<file path="config.mk">
export PLATFORM = sky130hd
export DESIGN_NAME = regfile_write_arbiter
export DESIGN_NICKNAME = d
export VERILOG_FILES = /design/src/rtl/regfile_write_arbiter_pkg.sv /design/src/rtl/rr_picker.sv /design/src/rtl/regfile_write_arbiter.sv
export SDC_FILE = /design/constraint.sdc
export NUM_CORES = 1
export LEC_CHECK = 0
export CAP_MARGIN = 20
export CORE_MARGIN = 5
export CORE_UTILIZATION = 40
export CTS_CLUSTER_DIAMETER = 80
export DETAILED_ROUTE_END_ITERATION = 8
export GPL_TIMING_DRIVEN = 0
export PLACE_DENSITY_LB_ADDON = 0.12
export RECOVER_POWER = 100
export SETUP_SLACK_MARGIN = 0.5
export SLEW_MARGIN = 10
export SYNTH_ARGS = -nofsm -noshare
export SYNTH_HDL_FRONTEND = slang
export SYNTH_SLANG_ARGS = --single-unit
</file>
<file path="constraint.sdc">
create_clock -name clk -period 3.6 [get_ports clk]
set_clock_uncertainty 0.15 [all_clocks]
set_input_delay 1.08 -clock clk [delete_from_list [all_inputs] [get_ports clk]]
set_output_delay 1.08 -clock clk [all_outputs]
set_load 0.02 [all_outputs]
</file>
<file path="src/rtl/regfile_write_arbiter_pkg.sv">
// Shared definitions for the register-file write-port arbiter: state
// encodings, default sizes, the hard-wired zero register address and an
// index-width helper.
package regfile_write_arbiter_pkg;

  localparam int unsigned DEF_NREQ = 3;
  localparam int unsigned DEF_AW   = 5;
  localparam int unsigned DEF_DW   = 32;

  // Writes to this address are acknowledged but never reach the regfile.
  localparam logic [4:0] ZERO_REG = 5'd0;

  typedef enum logic [1:0] {
    S_IDLE  = 2'd0,
    S_GRANT = 2'd1,
    S_HOLD  = 2'd2
  } state_e;

  // Width of a requester index; at least one bit.
  function automatic int unsigned idx_w(input int unsigned n);
    return (n > 1) ? $clog2(n) : 1;
  endfunction

endpackage

</file>
<file path="src/rtl/rr_picker.sv">
// Combinational round-robin picker.
// Ports:
//   req    - request vector
//   ptr    - highest-priority index for this pick
//   mask   - only requests with a set mask bit take part
//   winner - one-hot winner (zero when nothing valid)
//   index  - winner index
//   valid  - at least one masked request present
module rr_picker
  import regfile_write_arbiter_pkg::*;
#(
  parameter  int unsigned NREQ = DEF_NREQ,
  localparam int unsigned IW   = idx_w(NREQ)
) (
  input  logic [NREQ-1:0] req,
  input  logic [IW-1:0]   ptr,
  input  logic [NREQ-1:0] mask,
  output logic [NREQ-1:0] winner,
  output logic [IW-1:0]   index,
  output logic            valid
);

  logic [NREQ-1:0] masked;
  logic [IW-1:0]   cand;

  // (p + k) mod NREQ, valid because both operands are below NREQ.
  function automatic logic [IW-1:0] wrap(input logic [IW-1:0] p, input int k);
    int s;
    s = int'(p) + k;
    if (s >= int'(NREQ)) s = s - int'(NREQ);
    return IW'(s);
  endfunction

  // Scan from ptr upward; the first masked request wins.
  always_comb begin
    masked = req & mask;
    index  = '0;
    valid  = 1'b0;
    cand   = '0;
    for (int k = 0; k < int'(NREQ); k++) begin
      cand = wrap(ptr, k);
      if (!valid && masked[cand]) begin
        index = cand;
        valid = 1'b1;
      end
    end
    winner = valid ? (NREQ'(1) << index) : '0;
  end

endmodule

</file>
<file path="src/rtl/regfile_write_arbiter.sv">
// Round-robin arbiter sharing the regfile write port (we3/a3/wd3) among
// NREQ requesters, with an optional per-grant lock for bursts.
// Ports:
//   clk, reset_n     - clock, asynchronous active-low reset
//   req, req_lock    - per-requester request and lock
//   req_addr         - packed addresses, requester i at [i*AW +: AW]
//   req_data         - packed data, requester i at [i*DW +: DW]
//   gnt              - one-hot, one-cycle grant per accepted write
//   we3, a3, wd3     - regfile write port
//   owner, locked    - last/holding requester and lock status
module regfile_write_arbiter
  import regfile_write_arbiter_pkg::*;
#(
  parameter  int unsigned NREQ = DEF_NREQ,
  parameter  int unsigned AW   = DEF_AW,
  parameter  int unsigned DW   = DEF_DW,
  localparam int unsigned IW   = idx_w(NREQ)
) (
  input  logic             clk,
  input  logic             reset_n,
  input  logic [NREQ-1:0]    req,
  input  logic [NREQ-1:0]    req_lock,
  input  logic [NREQ*AW-1:0] req_addr,
  input  logic [NREQ*DW-1:0] req_data,
  output logic [NREQ-1:0]    gnt,
  output logic             we3,
  output logic [AW-1:0]      a3,
  output logic [DW-1:0]      wd3,
  output logic [IW-1:0]      owner,
  output logic             locked
);

  state_e          state_q, state_n;
  logic [NREQ-1:0] gnt_q, gnt_n;
  logic            we3_q, we3_n;
  logic [AW-1:0]   a3_q, a3_n;
  logic [DW-1:0]   wd3_q, wd3_n;
  logic [IW-1:0]   owner_q, owner_n;
  logic            locked_q, locked_n;
  logic [IW-1:0]   ptr_q, ptr_n;

  logic [NREQ-1:0] pick_mask;
  logic [NREQ-1:0] pick_onehot;
  logic [IW-1:0]   pick_idx;
  logic            pick_valid;
  logic [AW-1:0]   sel_addr;
  logic [DW-1:0]   sel_data;
  logic            do_grant;

  // Everyone competes when idle, only the owner while held, nobody during GRANT.
  always_comb begin
    case (state_q)
      S_GRANT: pick_mask = '0;
      S_HOLD:  pick_mask = NREQ'(1) << owner_q;
      default: pick_mask = '1;
    endcase
  end

  rr_picker #(.NREQ(NREQ)) u_picker (
    .req    (req),
    .ptr    (ptr_q),
    .mask   (pick_mask),
    .winner (pick_onehot),
    .index  (pick_idx),
    .valid  (pick_valid)
  );

  // Payload of the winning requester.
  always_comb begin
    sel_addr = '0;
    sel_data = '0;
    for (int i = 0; i < int'(NREQ); i++) begin
      if (pick_idx == IW'(i)) begin
        sel_addr = req_addr[i*AW +: AW];
        sel_data = req_data[i*DW +: DW];
      end
    end
  end

  // Next-state and registered-output logic.
  always_comb begin
    state_n  = state_q;
    gnt_n    = '0;
    we3_n    = 1'b0;
    a3_n     = a3_q;
    wd3_n    = wd3_q;
    owner_n  = owner_q;
    locked_n = locked_q;
    ptr_n    = ptr_q;
    do_grant = 1'b0;

    case (state_q)
      S_GRANT: state_n = locked_q ? S_HOLD : S_IDLE;
      S_HOLD: begin
        if (pick_valid) begin
          do_grant = 1'b1;
        end else if (!req_lock[owner_q]) begin
          locked_n = 1'b0;
          state_n  = S_IDLE;
        end
      end
      default: begin
        state_n = S_IDLE;
        if (pick_valid) begin
          do_grant = 1'b1;
          ptr_n    = (pick_idx == IW'(NREQ - 1)) ? '0 : pick_idx + IW'(1);
        end
      end
    endcase

    if (do_grant) begin
      state_n  = S_GRANT;
      gnt_n    = pick_onehot;
      we3_n    = (sel_addr != AW'(ZERO_REG));
      a3_n     = sel_addr;
      wd3_n    = sel_data;
      owner_n  = pick_idx;
      locked_n = req_lock[pick_idx];
    end
  end

  // State and output registers; reset also kills an in-flight write.
  always_ff @(posedge clk or negedge reset_n) begin
    if (!reset_n) begin
      state_q  <= S_IDLE;
      gnt_q    <= '0;
      we3_q    <= 1'b0;
      a3_q     <= '0;
      wd3_q    <= '0;
      owner_q  <= '0;
      locked_q <= 1'b0;
      ptr_q    <= '0;
    end else begin
      state_q  <= state_n;
      gnt_q    <= gnt_n;
      we3_q    <= we3_n;
      a3_q     <= a3_n;
      wd3_q    <= wd3_n;
      owner_q  <= owner_n;
      locked_q <= locked_n;
      ptr_q    <= ptr_n;
    end
  end

  assign gnt    = gnt_q;
  assign we3    = we3_q;
  assign a3     = a3_q;
  assign wd3    = wd3_q;
  assign owner  = owner_q;
  assign locked = locked_q;

endmodule

</file>
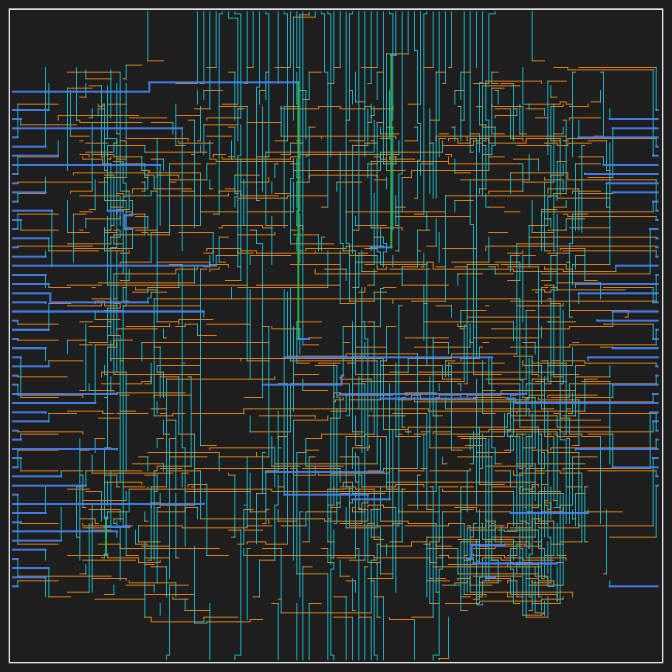
(images/metal_stack.png)
Cyan shows met2, wire length 5200 um. Blue shows met3, wire length 755 um. Orange shows met1, wire length 4220 um. Green shows met4, wire length 72.1 um.
GRT Total Usage: 21.4%
via count: 3065
mean routed wirelength per cell: 17.8 um
Post-Route WL: 10.2 mm

==> impl_metrics.yaml <==
# implementation run metrics
power_and_ir_drop:
  top_power_group: "combinational logic"
  p_clk_w: 0.000338
  peakVddDrop_mv: 0.475
  p_sw_w: 0.00223
  seq_power_w: 0.000979
  p_leak_nw: 2.43
  p_per_area_nw_per_um2: 979
  powerComb_w: 0.00351
  internal_power_w: 0.00260
  clock_power_share_pct: 7.0
  p_sw_share_pct: 46.2
global_route:
  grtUsageMet2_pct: 38.5
  grt_use_met1_pct: 25.4
  grt_antenna_before_repair: 0
  grt_pass1_vias: 3269
  use_met3_pct: 5.97
  grt_max_degree: 28
setup_path:
  setup.worst_path.start: "req[0]"
  crit_type: "in -> reg"
  max_stage_delay_ps: 550
  crit_path_end: "we3$_DFF_PN0_"
  critPathLaunchType: "input port"
  required_ps: 3640
  reg2reg_slack_ps: 470
  cp_max_fo: 9
  cp_cell_sequence: "clkdlybuf4s15_2, nor4bb_4, a2111oi_0, o31ai_1, o21a_1, buf_6, o311ai_2, nand3_1, o31a_1"
routing:
  wl_met2_mm: 5.20
  m1WireLength_mm: 4.22
  routed.top_layer: "met4"
  dr.pass1.iters: 4
yosys:
  ys_async_sr_fraction_pct: 100
  ys_sh_adder_pct: 2.08
  yosysSeqAreaShare_pct: 39.9
  yosys_cells: 301
placement:
  dp_slack_ps: -456
  dpl.hpwl_mm: 8.16
clock_network:
  cts_inserted_buffers: 5
  ctsResizeCount: 14
  cts_root_buffer: "clkbuf_8"
  clkLatencyLatePin_ps: 290
  clockBufferDepth: 2
  post_cts.repair.setup_buffers: 5
  cts_sinks: 48
  clkSlewWorstSetupHoldPaths_ps: 90
floorplan:
  fp.coreArea_sq_um: 7290
  taps: 99
  fp.dieArea_sq_um: 9360
  initial_core_util_pct: 41.3
  die_w_um: 96.8
final_layout:
  seqCellArea_sq_um: 1200
  synthToLayoutAreaGrowth_pct: 63.9
  final-instance-count-excl-fill: 577
  drive_above_1_share_pct: 9.83
  clk_share_pct: 1.90
  logic_gate_count: 216
final_timing:
  slew_headroom_pct: 13.3
  setup_viol_count_final: 0
  period_needed_ps: 3190
  post-route-period-util_pct: 88.5
  tightest_slew_ps: 1300
  worst_slack_ps: 414
hold_path:
  whs_path_depth: 1
  min_from: "wd3[20]$_DFFE_PN0P_"
outcome:
  status: "complete, no violations"
flow_run:
  cap_violations: 0
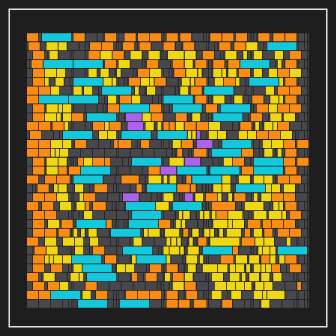
(images/cell_classes.png)
Fill, decap, tap and diode cells in grey.
Yellow shows all other logic, cells 228, share of their area 34%. Cyan shows flip-flops, cells 48, share of their area 25%. Purple shows clock drivers and dummy loads, cells 8, share of their area 2.0%. Orange shows other buffers and delay cells, cells 194, share of their area 39%.
Row Count: 31
flop share of the area: 24.3%

-- state kept, by name, indices dropped and copies added (netlist names) --
register  flops
ptr_q         2
state_q       2
wd3          32
a3            5
we3           1
owner         2
locked        1
gnt           3
-- layout by cell type, fill, tap and decap left out, drive strengths merged, types with 3 or more instances in the layout --
master / Yosys / routed
clkbuf: 3 / 14
dlygate4sd3: 0 / 44
dfrtp: 48 / 48
o2111ai: 3 / 3
o21a: 3 / 3
nand2: 7 / 7
nor2: 40 / 40
ha: 5 / 5
nand3: 3 / 3
o211ai: 7 / 7
mux2i: 38 / 38
inv: 12 / 12
clkdlybuf4s50: 0 / 114
a211oi: 35 / 35
o21ai: 8 / 8
a21o: 36 / 36
buf: 22 / 27
